<file path="src/rtl/ser_pkg.sv">
// Shared types and lane-index helper for word_serializer.
// ser_next_idx finds the next enabled lane in the chosen order plus a none-left flag.
package ser_pkg;

   localparam int SER_LANES_MAX = 64;
   localparam int SER_IDX_MAX   = 6;

   typedef enum logic {
      IDLE,
      SEND
   } ser_state_e;

   typedef struct packed {
      logic [SER_IDX_MAX-1:0] idx;
      logic                   none;
   } ser_nxt_t;

   // idx is the current lane. Pass LANES (MSB-first) or -1 (LSB-first)
   // to find the first lane of a word. Mask bits above LANES must be zero.
   function automatic ser_nxt_t ser_next_idx(
      input logic [SER_LANES_MAX-1:0] mask,
      input int                       idx,
      input logic                     msb_first
   );
      ser_nxt_t r;
      r.idx  = '0;
      r.none = 1'b1;
      if (msb_first) begin
         // ascending scan: the last hit is the highest lane below idx
         for (int k = 0; k < SER_LANES_MAX; k++) begin
            if (k < idx && mask[k]) begin
               r.idx  = k[SER_IDX_MAX-1:0];
               r.none = 1'b0;
            end
         end
      end else begin
         // descending scan: the last hit is the lowest lane above idx
         for (int k = SER_LANES_MAX-1; k >= 0; k--) begin
            if (k > idx && mask[k]) begin
               r.idx  = k[SER_IDX_MAX-1:0];
               r.none = 1'b0;
            end
         end
      end
      return r;
   endfunction

endpackage

</file>
<file path="src/rtl/word_serializer_lane_mux.sv">
// lane_mux: combinational select of lane i_idx from a held word.
// Ports: i_word (WIDTH), i_idx (IDX_W), o_lane (LANE_W).
module lane_mux #(
   parameter int WIDTH  = 32,
   parameter int LANE_W = 8,
   parameter int IDX_W  = 2
) (
   input  logic [WIDTH-1:0]  i_word,
   input  logic [IDX_W-1:0]  i_idx,
   output logic [LANE_W-1:0] o_lane
);

   localparam int LANES = WIDTH / LANE_W;

   always_comb begin
      o_lane = '0;
      for (int i = 0; i < LANES; i++) begin
         if (i_idx == IDX_W'(i)) begin
            o_lane = i_word[i*LANE_W +: LANE_W];
         end
      end
   end

endmodule

</file>
<file path="src/rtl/word_serializer.sv">
// word_serializer: takes a WIDTH word over valid/ready, emits LANES lanes
// MSB- or LSB-first. Ports: clk, reset, in_valid/in_ready/in_data/in_msb_first,
// out_valid/out_ready/out_data/out_idx/out_last.
// Macro SER_MASK_EN adds in_mask (LANES): per-lane enable, disabled lanes skipped.
module word_serializer
   import ser_pkg::*;
#(
   parameter  int WIDTH  = 32,
   parameter  int LANE_W = 8,
   localparam int LANES  = WIDTH / LANE_W,
   localparam int IDX_W  = (LANES > 1) ? $clog2(LANES) : 1
) (
   input  logic              clk,
   input  logic              reset,
   input  logic              in_valid,
   output logic              in_ready,
   input  logic [WIDTH-1:0]  in_data,
   input  logic              in_msb_first,
`ifdef SER_MASK_EN
   input  logic [LANES-1:0]  in_mask,
`endif
   output logic              out_valid,
   input  logic              out_ready,
   output logic [LANE_W-1:0] out_data,
   output logic [IDX_W-1:0]  out_idx,
   output logic              out_last
);

   ser_state_e r_state, w_state_nxt;
   logic [WIDTH-1:0] r_word, w_word_nxt;
   logic r_msb, w_msb_nxt;
   logic [IDX_W-1:0] r_idx, w_idx_nxt;
   logic r_last, w_last_nxt;

   logic [LANES-1:0] w_mask_in;
   logic [LANES-1:0] w_mask_cur;
   logic [SER_LANES_MAX-1:0] w_in_ext;
   logic [SER_LANES_MAX-1:0] w_cur_ext;

   ser_nxt_t w_first, w_first2;
   ser_nxt_t w_step, w_step2;

   logic w_in_fire;
   logic w_beat;
   logic w_unused;

`ifdef SER_MASK_EN
   logic [LANES-1:0] r_mask;
   assign w_mask_in  = in_mask;
   assign w_mask_cur = r_mask;

   always_ff @(posedge clk) begin
      if (reset) begin
         r_mask <= '0;
      end else if (w_in_fire) begin
         r_mask <= in_mask;
      end
   end
`else
   assign w_mask_in  = '1;
   assign w_mask_cur = '1;
`endif

   always_comb begin
      w_in_ext  = '0;
      w_cur_ext = '0;
      w_in_ext[LANES-1:0]  = w_mask_in;
      w_cur_ext[LANES-1:0] = w_mask_cur;
   end

   assign out_valid = (r_state == SEND);
   assign w_beat    = out_valid & out_ready;
   assign in_ready  = (r_state == IDLE) | (w_beat & r_last);
   assign w_in_fire = in_valid & in_ready;
   assign out_idx   = r_idx;
   assign out_last  = r_last;

   // first/first2: lane to start on and whether it is also the last.
   // step/step2: the same look-ahead from the lane currently shown.
   always_comb begin
      w_first  = ser_next_idx(w_in_ext,
                              in_msb_first ? LANES : -1,
                              in_msb_first);
      w_first2 = ser_next_idx(w_in_ext, int'(w_first.idx),
                              in_msb_first);
      w_step   = ser_next_idx(w_cur_ext, int'(r_idx), r_msb);
      w_step2  = ser_next_idx(w_cur_ext, int'(w_step.idx), r_msb);
   end

   assign w_unused = ^{w_first.idx, w_first2.idx,
                       w_step.idx, w_step.none, w_step2.idx};

   always_ff @(posedge clk) begin
      if (reset) begin
         r_state <= IDLE;
         r_word  <= '0;
         r_msb   <= 1'b0;
         r_idx   <= '0;
         r_last  <= 1'b0;
      end else begin
         r_state <= w_state_nxt;
         r_word  <= w_word_nxt;
         r_msb   <= w_msb_nxt;
         r_idx   <= w_idx_nxt;
         r_last  <= w_last_nxt;
      end
   end

   // Input fire only happens in IDLE or on the last beat, so it
   // takes priority over the plain advance.
   always_comb begin
      w_state_nxt = r_state;
      w_word_nxt  = r_word;
      w_msb_nxt   = r_msb;
      w_idx_nxt   = r_idx;
      w_last_nxt  = r_last;
      if (w_in_fire) begin
         w_word_nxt = in_data;
         w_msb_nxt  = in_msb_first;
         if (w_first.none) begin
            // nothing enabled: word consumed silently
            w_state_nxt = IDLE;
            w_last_nxt  = 1'b0;
         end else begin
            w_state_nxt = SEND;
            w_idx_nxt   = w_first.idx[IDX_W-1:0];
            w_last_nxt  = w_first2.none;
         end
      end else if (w_beat) begin
         if (r_last) begin
            w_state_nxt = IDLE;
            w_last_nxt  = 1'b0;
         end else begin
            w_idx_nxt  = w_step.idx[IDX_W-1:0];
            w_last_nxt = w_step2.none;
         end
      end
   end

   lane_mux #(
      .WIDTH  (WIDTH),
      .LANE_W (LANE_W),
      .IDX_W  (IDX_W)
   ) u_lane_mux (
      .i_word (r_word),
      .i_idx  (r_idx),
      .o_lane (out_data)
   );

endmodule
</file>
<file path="config.mk">
export PLATFORM = sky130hd
export DESIGN_NAME = word_serializer
export DESIGN_NICKNAME = d
export VERILOG_FILES = /design/src/rtl/ser_pkg.sv /design/src/rtl/word_serializer_lane_mux.sv /design/src/rtl/word_serializer.sv
export SDC_FILE = /design/constraint.sdc
export NUM_CORES = 1
export LEC_CHECK = 0
export CAP_MARGIN = 20
export CORE_MARGIN = 2
export CORE_UTILIZATION = 46
export DETAILED_ROUTE_END_ITERATION = 6
export PLACE_DENSITY = 0.79
export RECOVER_POWER = 25
export SYNTH_ARGS = -nofsm -noshare
export SYNTH_HDL_FRONTEND = slang
export SYNTH_HIERARCHICAL = 1
export SYNTH_SLANG_ARGS = --single-unit
</file>
<file path="constraint.sdc">
create_clock -name clk -period 1.6 [get_ports clk]
set_clock_uncertainty 0.15 [all_clocks]
set_input_delay 0.32 -clock clk [delete_from_list [all_inputs] [get_ports clk]]
set_output_delay 0.32 -clock clk [all_outputs]
set_load 0.02 [all_outputs]
</file>
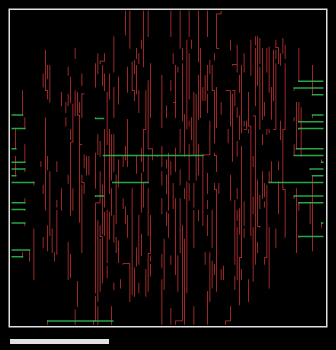
Figure 1: run 1, wiring by layer.
Bar = 20 um. Two of the layers only.
[metal 3] green | wire length: 139 um
[metal 2] red | wire length: 1860 um

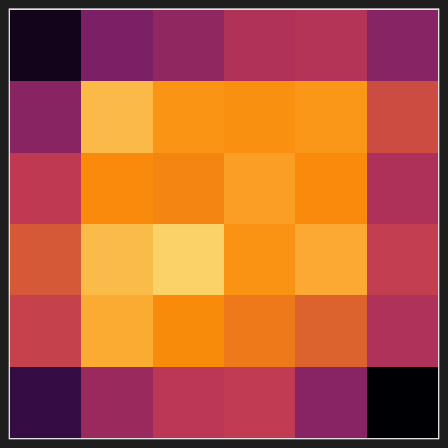
Figure 2: run 1, cell density map.
The die is cut into 6 by 6 equal tiles; black is low, pale yellow is high, 0 to 100% covered.
tiles over 75% full: 28%
fullest tile: 90%
nearly empty tiles: 2.8%
mean over tiles: 57%

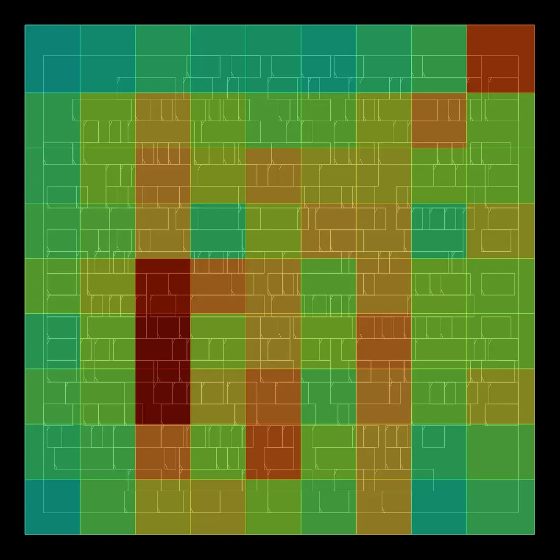
Figure 3: run 1, track usage over the die.
Final Util: 69.4%
met2 GRT Util: 33.0%
GRT Resource Usage Total: 19.8%
Routed wire per std cell: 12.4 um
M1 GR Usage: 23.8%

==> impl_metrics.csv, run 1 <==
group,metric,value,unit
logic_synthesis,synth_cells,187,
pwr,switching_power,563,uW
logic_synthesis,synth_cell_types,22,
die,coreArea,3390,sq um
setup_path,worstSetupPathType,"flop to primary output",
pwr,p_per_area,915,nW/um^2
pwr,p_int,1590,uW
setup_path,cp_top_family,"multiplexers",
sta,slew_viol_final,0,
detailed_routing,wl_met3,138,um
setup_path,reg2reg_depth,7,
final_layout,final_common_cell,"nand2_1",
sta,relSlewSlack,75.4,%
min_path,min_delay_path_depth,2,
global_routing,antenna_found_initial,0,
clock_network,post_cts.repair.setup_buffers,4,
sta,tightest_slew,0.369,ns
clock_network,clk_path_buf_depth,2,
die,die_h,63.7,um
setup_path,path_max_fanout,5,
logic_synthesis,synth_flops,37,
final_layout,drive_gt1_share,22.0,%
clock_network,cts_tree,"done",
detailed_routing,viasPerCell,4.94,
die,dieArea,4050,sq um
min_path,hold_end,"r_word[23]",
global_routing,grt_pass1_vias,1391,
final_layout,area_delta_synth_final,43.7,%
pwr,pwr.group.combinational,537,uW
global_routing,top_usage_layer,"met2",
logic_synthesis,yosysChipArea,1640,sq um
global_routing,met3_usage,6.61,%
die,io_pins,50,
pwr,p_clk,604,uW
detailed_routing,drc,0,
pwr,leakagePower,0.000915,uW
sta,fin_ws,-0.403,ns
status,status,"finished, violations left",
detailed_routing,wl,3.63,mm
clock_network,insertion_delay,0.33,ns
detailed_routing,first_pass_iters,4,
sta,hold_ws,0.307,ns
min_path,hold_class,"flop to flop",
global_routing,grt_overflow,0,
sta,rsz0062_at_grt,"true",
placed_design,gp_congestion,0.712,
pwr,ir_worst_vdd,583,uV
final_layout,antennaDiodeCount,0,
setup_path,slowest_delay,0.52,ns
sta,final_hold_viol_count,0,
final_layout,num-nets-final,285,
clock_network,cts_made_buffers,5,
status,violations,"negative setup slack",
run,tool_warnings,30,
logic_synthesis,synth_seq_share,45.2,%
placed_design,dpl.hpwl,2.31,mm
clock_network,cts_root_buf,"clkbuf_4",
detailed_routing,vias,1442,
sta,tns,-2.92,ns
setup_path,reg2reg_to,"out_idx[1]",
detailed_routing,initialDrtViolationCount,117,
logic_synthesis,syn-num-nets,227,
setup_path,cp-end-kind,"primary output",
setup_path,start_kind,"flop",
setup_path,cp_num_buf_inv,2,
global_routing,grt_pass1_wl,6.15,mm
setup_path,slowest_stage,"mux4_2",
sta,setup_violations,9,
final_layout,largest_reg_flops,32,
sta,final.period_utilization,125,%
placed_design,place_inst,280,
die,fp.dieW,63.7,um
setup_path,reg2reg_slack,-0.03,ns
setup_path,endpoint,"out_data[7]",
pwr,combPwrFrac,25.0,%
pwr,powerSeq,1010,uW
logic_synthesis,syn_avg_cell_area,8.76,sq um
clock_network,ctsResizeCount,76,
setup_path,cp.depth,3,
die,num_rows,21,
die,fp_util,48.3,%
sta,max_freq,0.499,GHz
detailed_routing,route.met2.wl,1.86,mm
run,cap_violations,0,
setup_path,startpoint,"out_idx[0]",
logic_synthesis,ys_cells,187,
pwr,power_leader,"registers",
detailed_routing,routed.top_layer,"met4",
min_path,hp-start,"r_word[23]",
pwr,p_clk_share,28.1,%
detailed_routing,wl_met1,1.58,mm
clock_network,ctsHoldBuffers,0,
placed_design,portBuffers,49,
setup_path,arrival,1.53,ns
logic_synthesis,synth-warning-count,6,
sta,post-route-min-period,2.00,ns
detailed_routing,drtAntennaViolNets,0,
pwr,power_frac_seq,47.0,%
logic_synthesis,syn_area,1640,sq um
pwr,sw_frac_of_total,26.1,%
final_layout,lay_top_cells,"68 x nand2_1, 35 x a21oi_1, 35 x clkdlybuf4s50_1, 34 x dfxtp_1, 14 x buf_6",
clock_network,ctsHtreeMaxLevel,2,
clock_network,clock-sinks,37,
placed_design,preCtsSetupSlack,-0.429,ns
setup_path,cpMostUsedCell,"buf_6",
setup_path,required,1.13,ns
setup_path,crit_chain,"buf_6 > mux4_2 > buf_6",
clock_network,clk_pin_slew_worst_paths,0.10,ns
final_layout,top_register,"r_word",
final_layout,fin_cells,292,
global_routing,grt_max_degree,38,
setup_path,reg2reg_from,"out_idx[0]",
==> run 1: cells by family (layout without fill, tap and decap cells) <==
logic type	after synthesis	count (layout)	synth area share [%]
AND-OR/OR-AND	45	45	15.4
adder cells (fa/ha/maj)	3	3	2.29
buffers and inverters	17	76	6.95
flip-flops	37	37	45.2
multiplexers	9	9	11.7
AND/OR/NAND/NOR	76	76	18.5
==> run 1: cell usage after synthesis <==
library cell | instances | area (sq um)
clkbuf_1 | 4 | 15.0
a21oi_1 | 36 | 180
mux2_2 | 1 | 11.3
mux4_2 | 8 | 180
buf_6 | 5 | 56.3
inv_1 | 4 | 15.0
ha_1 | 3 | 37.5
a21o_1 | 1 | 7.51
buf_4 | 3 | 22.5
nor2b_1 | 2 | 12.5
clkbuf_2 | 1 | 5.00
a211oi_1 | 2 | 15.0
nor3_1 | 1 | 5.00
dfxtp_1 | 37 | 741
a21bo_4 | 1 | 16.3
o21ai_0 | 4 | 20.0
nand2_2 | 1 | 6.26
or2b_1 | 1 | 7.51
nand2_1 | 68 | 255
a211oi_2 | 1 | 12.5
and2_4 | 1 | 8.76
nor2_1 | 2 | 7.51
==> run 1: worst reg2reg max path: stages (launching register included) <==
cell and delay, ns:
dfxtp_4 0.38, buf_4 0.13, buf_6 0.12, inv_4 0.06, ha_4 0.20, mux2_4 0.28, a21oi_2 0.13, a211oi_1 0.06
==> run 1: through the flow <==
step           cell area (sq um)  total power (uW)
2_1_floorplan               1640              1300
3_3_place_gp                2200              1500
3_5_place_dp                2200              1510
4_1_cts                     2340              2150
5_1_grt                     2350              2290
6_report                    2350              2150
==> run 1: cell type report <==
type	instances	area, sq um
clock buffers	8	80.1
repair buffers	64	641
flip-flops and latches	37	747
inverters	4	17.5
well taps	46	57.6
multi-input cells	133	811
fillers	291	1040
## Run 2: what changed since run 1
Settings changed: CTS_CLUSTER_DIAMETER from default to 200.
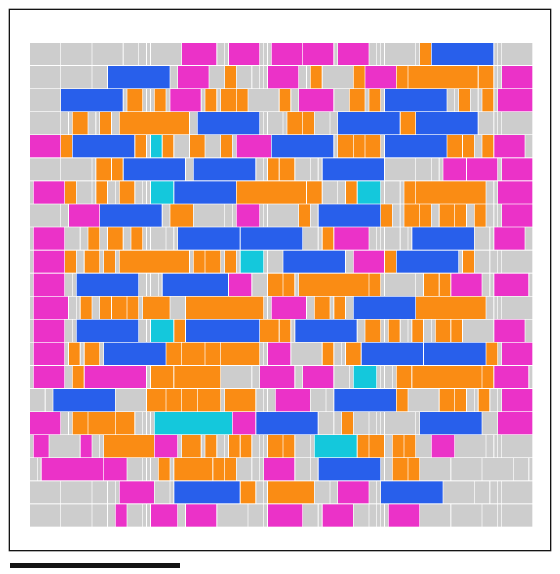
Figure 4: run 2, placement by cell class.
Bar = 20 um. Fill, decap, tap and diode cells in grey.
[other buffers and delay cells] magenta | cells: 64 | share of their area: 28%
[combinational and other logic] orange | cells: 137 | share of their area: 36%
[flops] blue | cells: 37 | share of their area: 33%
[clock drivers and dummy loads] cyan | cells: 8 | share of their area: 3.5%

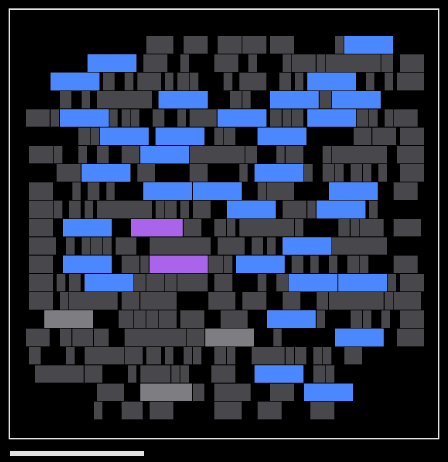
Figure 5: run 2, sequential cells coloured by netlist name.
Bar = 20 um.
[r_word] blue | flops: 32
[out_idx] purple | flops: 2

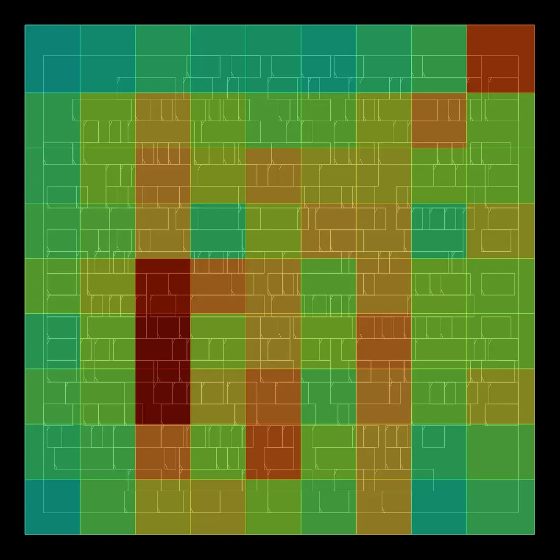
Figure 6: run 2, track usage over the die.
routing usage on met3: 6.61%
GRT busiest layer: met2

==> impl_metrics.csv, run 2 <==
group,metric,value,unit
global_routing,antenna_found_initial,0,
final_layout,finalInstanceArea,2350,sq um
pwr,p_clk_share,28.1,%
logic_synthesis,async_reset_ff_share,0,%
die,fp_util,48.3,%
placed_design,dpl.hpwl,2.31,mm
setup_path,cp-end-kind,"primary output",
clock_network,clock-sinks,37,
logic_synthesis,ys_cells,187,
die,io_pins,50,
logic_synthesis,synth_cell_types,22,
setup_path,cp_top_family,"multiplexers",
detailed_routing,drtAntennaViolNets,0,
detailed_routing,viasPerCell,4.94,
logic_synthesis,top_cell,"nand2_1",
logic_synthesis,yosys-top-cells-count,"68 x nand2_1, 37 x dfxtp_1, 36 x a21oi_1, 8 x mux4_2, 5 x buf_6",
logic_synthesis,syn-num-nets,227,
die,fp.dieW,63.7,um
detailed_routing,wl,3.63,mm
detailed_routing,vias,1442,
clock_network,insertion_delay,0.33,ns
final_layout,regArea,747,sq um
final_layout,lay_top_cells,"68 x nand2_1, 35 x a21oi_1, 35 x clkdlybuf4s50_1, 34 x dfxtp_1, 14 x buf_6",
sta,tightest_slew,0.369,ns
clock_network,cts_made_buffers,5,
detailed_routing,drc,0,
sta,hold_ws,0.307,ns
global_routing,grt_max_degree,38,
die,coreArea,3390,sq um
pwr,leakagePower,0.000915,uW
logic_synthesis,syn_area,1640,sq um
status,status,"finished, violations left",
die,die_h,63.7,um
detailed_routing,initialDrtViolationCount,117,
clock_network,cts_root_buf,"clkbuf_4",
sta,setup_violations,9,
sta,rsz0062_at_grt,"true",
setup_path,start_kind,"flop",
sta,relSlewSlack,75.4,%
logic_synthesis,top_area_cell,"dfxtp_1",
pwr,p_int,1590,uW
logic_synthesis,edf_count,0,
setup_path,slowest_stage,"mux4_2",
global_routing,grt_pass1_wl,6.15,mm
setup_path,cp_num_buf_inv,2,
placed_design,place_area,2200,sq um
clock_network,clk_pin_slew_worst_paths,0.10,ns
clock_network,ctsHoldBuffers,0,
setup_path,required,1.13,ns
pwr,p_per_area,915,nW/um^2
final_layout,final_common_cell,"nand2_1",
setup_path,cpMostUsedCell,"buf_6",
logic_synthesis,yosysChipArea,1640,sq um
sta,fin_ws,-0.403,ns
pwr,sw_frac_of_total,26.1,%
logic_synthesis,synthFlopType,"dfxtp_1",
logic_synthesis,synth_seq_share,45.2,%
sta,final.period_utilization,125,%
final_layout,fin_util,69.4,%
sta,final_hold_viol_count,0,
status,violations,"negative setup slack",
final_layout,top_register,"r_word",
-- run 2: tightest hold or removal path, cell delays in order (launching register included) --
cell	delay, ns
dfxtp_1	0.32
nand2_1	0.05
a21oi_1	0.05
-- run 2: area by class of cell --
cell class              count  share of cell area (%)
clock buffers               8                    3.40
inverters                   4                   0.744
multi-input cells         133                    34.4
flip-flops and latches     37                    31.7
well taps                  46                    2.45
repair buffers             64                    27.2
-- run 2: power by group through the flow --
stage                     clock network (uW)  registers [uW]  logic, uW
final                                    604            1010        537
after global routing                     682            1020        587
after CTS                                616            1010        522
after detailed placement                   0            1040        469
after global placement                     0            1040        463
after floorplan                            0            1030        266
-- run 2: timing repair --
item | in CTS | in global routing
buffers inserted | 4 | 1
cloned | 0 | 0
resized | 76 | 10
setup endpoints to repair | 15 | 17
pin swaps | 2 | 2
-- run 2: cell families (layout without fill, tap and decap cells) --
| logic type | count (synthesis) | in the layout | synth area share, % |
|---|---|---|---|
| simple gates | 76 | 76 | 18.5 |
| compound gates | 45 | 45 | 15.4 |
| flops | 37 | 37 | 45.2 |
| buf+inv | 17 | 76 | 6.95 |
| mux | 9 | 9 | 11.7 |
| fa+ha+maj | 3 | 3 | 2.29 |
-- run 2: worst paths after layout --
kind            endpoint  slack [ns]  cells past startpoint       start
min           r_word[23]        0.31                      2  r_word[23]
max reg2reg   out_idx[1]       -0.03                      7  out_idx[0]
max          out_data[7]       -0.40                      3  out_idx[0]
min reg2reg   r_word[23]        0.31                      2  r_word[23]
-- run 2: routing by layer --
metal	global-route usage, %	vias up	share of wire [%]
li1	-	737	-
met1	23.8	666	44
met2	33.0	34	51
met3	6.61	5	3.8
met4	6.52	0	1.2
met5	0	-	0
Figure 7. Cell density map (run 2).
The die is cut into 6 by 6 equal tiles; black is low, pale yellow is high, 0 to 100% covered.
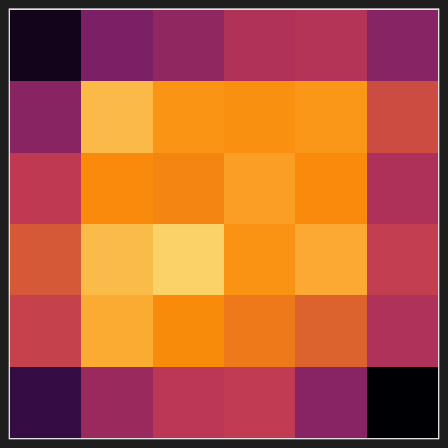

## Run 3: what changed since run 2
Settings changed: CAP_MARGIN 20 to 0, CORE_MARGIN 2 to default.
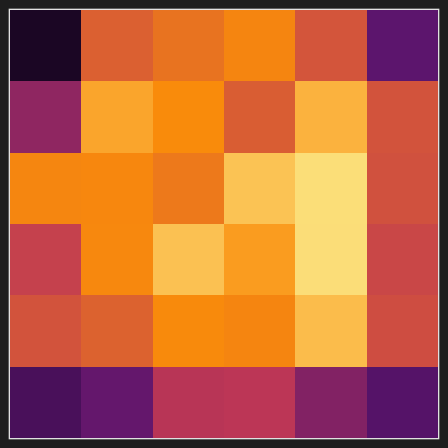
Figure 8: run 3, cell density map.
The die is cut into 6 by 6 equal tiles; black is low, pale yellow is high, 0 to 100% covered.
tiles over 75% full: 22%
fullest tile: 93%
mean over tiles: 61%

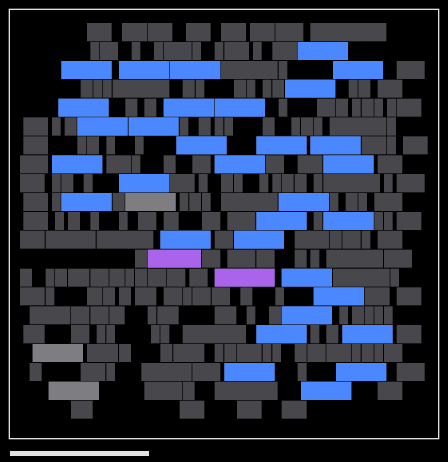
Figure 9: run 3, sequential cells coloured by netlist name.
Bar = 20 um.
[r_word] blue | flops: 32 | where: widely spread
[out_idx] purple | flops: 2

==> impl_metrics.csv, run 3 <==
group,metric,value,unit
status,status,"finished, violations left",
status,violations,"negative setup slack",
setup_path,reg2reg_slack,-0.03,ns
final_layout,regArea,746,sq um
logic_synthesis,ys_cells,187,
logic_synthesis,edf_count,0,
global_routing,met3_usage,7.56,%
setup_path,start_kind,"flop",
clock_network,ctsHoldBuffers,0,
logic_synthesis,top_cell,"nand2_1",
detailed_routing,drc,0,
final_layout,largest_reg_flops,32,
logic_synthesis,synth_seq_share,45.2,%
final_layout,num-nets-final,288,
setup_path,cpMostUsedCell,"buf_6",
min_path,hold_end,"r_word[27]",
setup_path,required,1.13,ns
placed_design,dpl.hpwl,2.48,mm
setup_path,cp.depth,3,
setup_path,slowest_stage,"mux4_2",
placed_design,place_inst,281,
setup_path,arrival,1.55,ns
logic_synthesis,async_reset_ff_share,0,%
logic_synthesis,syn_area,1640,sq um
setup_path,cp-end-kind,"primary output",
global_routing,grt_overflow,0,
final_layout,fin_util,70.7,%
setup_path,reg2reg_to,"out_idx[1]",
die,dieArea,3800,sq um
die,fp.dieW,61.7,um
die,coreArea,3360,sq um
clock_network,cts_made_buffers,5,
placed_design,gp_congestion,0.744,
detailed_routing,vias,1430,
min_path,hp-start,"r_word[27]",
logic_synthesis,yosysChipArea,1640,sq um
detailed_routing,initialDrtViolationCount,89,
setup_path,endpoint,"out_data[7]",
logic_synthesis,syn-num-nets,227,
die,io_pins,50,
global_routing,grt_pass1_vias,1315,
clock_network,insertion_delay,0.35,ns
placed_design,portBuffers,49,
setup_path,crit_chain,"buf_6 > mux4_2 > buf_6",
clock_network,clk_pin_slew_worst_paths,0.11,ns
pwr,p_per_area,947,nW/um^2
die,num_rows,21,
detailed_routing,wl_met1,1.64,mm
global_routing,antenna_found_initial,0,
sta,max_freq,0.495,GHz
logic_synthesis,top_area_cell,"dfxtp_1",
logic_synthesis,synthFlopType,"dfxtp_1",
clock_network,cts_root_buf,"clkbuf_4",
final_layout,final.fill_count,281,
setup_path,startpoint,"out_idx[0]",
detailed_routing,wl,3.74,mm
global_routing,top_usage_layer,"met2",
sta,tightest_slew,0.355,ns
pwr,leakagePower,0.000939,uW
min_path,hold_class,"flop to flop",
die,die_h,61.7,um
logic_synthesis,synth_cells,187,
min_path,min_delay_path_depth,2,
detailed_routing,drtAntennaViolNets,0,
setup_path,reg2reg_from,"out_idx[0]",
detailed_routing,wl_met3,235,um
final_layout,drive_gt1_share,22.9,%
detailed_routing,first_pass_iters,4,
logic_synthesis,yosys-top-cells-count,"68 x nand2_1, 37 x dfxtp_1, 36 x a21oi_1, 8 x mux4_2, 5 x buf_6",
die,fp_util,48.7,%
setup_path,cp_num_buf_inv,2,
clock_network,clock-sinks,37,
clock_network,cts_tree,"done",
logic_synthesis,netlist.area_leader.share,45.2,%
sta,post-route-min-period,2.02,ns
global_routing,grt_pass1_wl,5.75,mm
final_layout,lay_top_cells,"68 x nand2_1, 35 x a21oi_1, 35 x clkdlybuf4s50_1, 35 x dfxtp_1, 13 x buf_4",
run,cap_violations,0,
logic_synthesis,syn_avg_cell_area,8.76,sq um
setup_path,cp_top_family,"multiplexers",
final_layout,final_common_cell,"nand2_1",
sta,final.period_utilization,126,%
clock_network,ctsHtreeMaxLevel,2,
sta,final_hold_viol_count,0,
logic_synthesis,synth_cell_types,22,
final_layout,area_delta_synth_final,45.2,%
run,tool_warnings,30,
detailed_routing,viasPerCell,4.85,
detailed_routing,route.met2.wl,1.81,mm
setup_path,reg2reg_depth,7,
placed_design,preCtsSetupSlack,-0.432,ns
final_layout,logic_area,820,sq um
setup_path,worstSetupPathType,"flop to primary output",
sta,rsz0062_at_grt,"true",
logic_synthesis,synth-warning-count,6,
sta,setup_violations,9,
setup_path,path_max_fanout,5,
sta,fin_ws,-0.419,ns
sta,tns,-3.24,ns
clock_network,clk_path_buf_depth,2,
final_layout,top_register,"r_word",
detailed_routing,routed.top_layer,"met4",
logic_synthesis,synth_flops,37,
pwr,ir_worst_vdd,524,uV
sta,slew_viol_final,0,
sta,relSlewSlack,76.3,%
global_routing,grt_max_degree,38,
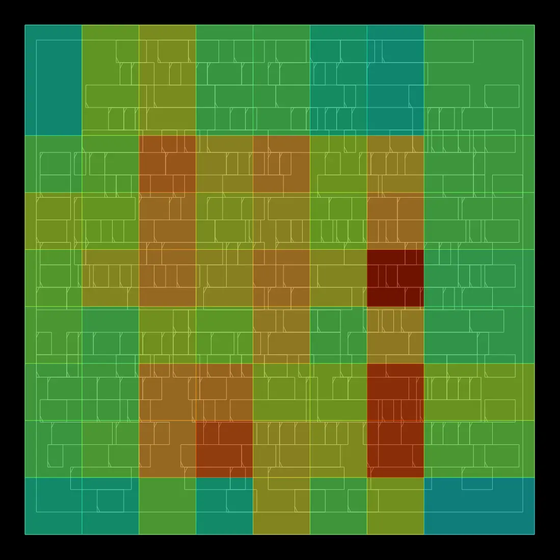
Figure 10: run 3, track usage over the die.
M1 GR Usage: 25.3%
GRT Resource Usage Total: 21.6%
Routed wire per std cell: 12.7 um
met2 GRT Util: 36.3%

-- run 3: cell counts after synthesis --
Identical to the previous run, type by type.
-- run 3: power by group --
part           leakage [uW]  switching (uW)  internal (uW)
sequential         0.000305            33.0            978
clock             0.0000488             318            373
combinational      0.000586             241            309
total              0.000939             592           1660
-- run 3: repair_timing --
action	4_1_cts	5_1_grt
setup buffers	7	1
gates resized	74	8
pin swaps	2	4
setup endpoints to repair	15	14
-- run 3: cell families (layout without fill, tap and decap cells) --
kind of cell             Yosys count  count (layout)  share of synthesized area, %
buffers and inverters             17              79                          6.95
flip-flops                        37              37                          45.2
multiplexers                       9               9                          11.7
adder cells (fa/ha/maj)            3               3                          2.29
AND-OR/OR-AND                     45              45                          15.4
AND/OR/NAND/NOR                   76              76                          18.5
-- run 3: through the flow --
| step | power (uW) | hold WS [ns] | area (sq um) |
|---|---|---|---|
| detailed placement | 1510 | 0.295 | 2210 |
| CTS | 2250 | 0.310 | 2370 |
| global placement | 1500 | 0.290 | 2210 |
| floorplan | 1300 | 0.283 | 1640 |
| finish | 2250 | 0.310 | 2380 |
| global route | 2360 | 0.326 | 2380 |
-- run 3: worst reg2reg max path, delay by kind of cell (launching register included) --
family	cells	cell delay (ns)
buffers and inverters	3	0.28
flip-flops	1	0.40
multiplexers	1	0.27
adder cells (fa/ha/maj)	1	0.23
AND-OR/OR-AND	2	0.18
-- run 3: layout make-up --
cell class,count,share of cell area [%]
clock buffer,6,2.16
timing repair buffer,67,27.2
sequential,37,31.4
multi-input combinational,133,34.5
clock inverter,2,1.53
inverter,4,0.842
tap,46,2.42
Power and IR drop assume default switching activity.
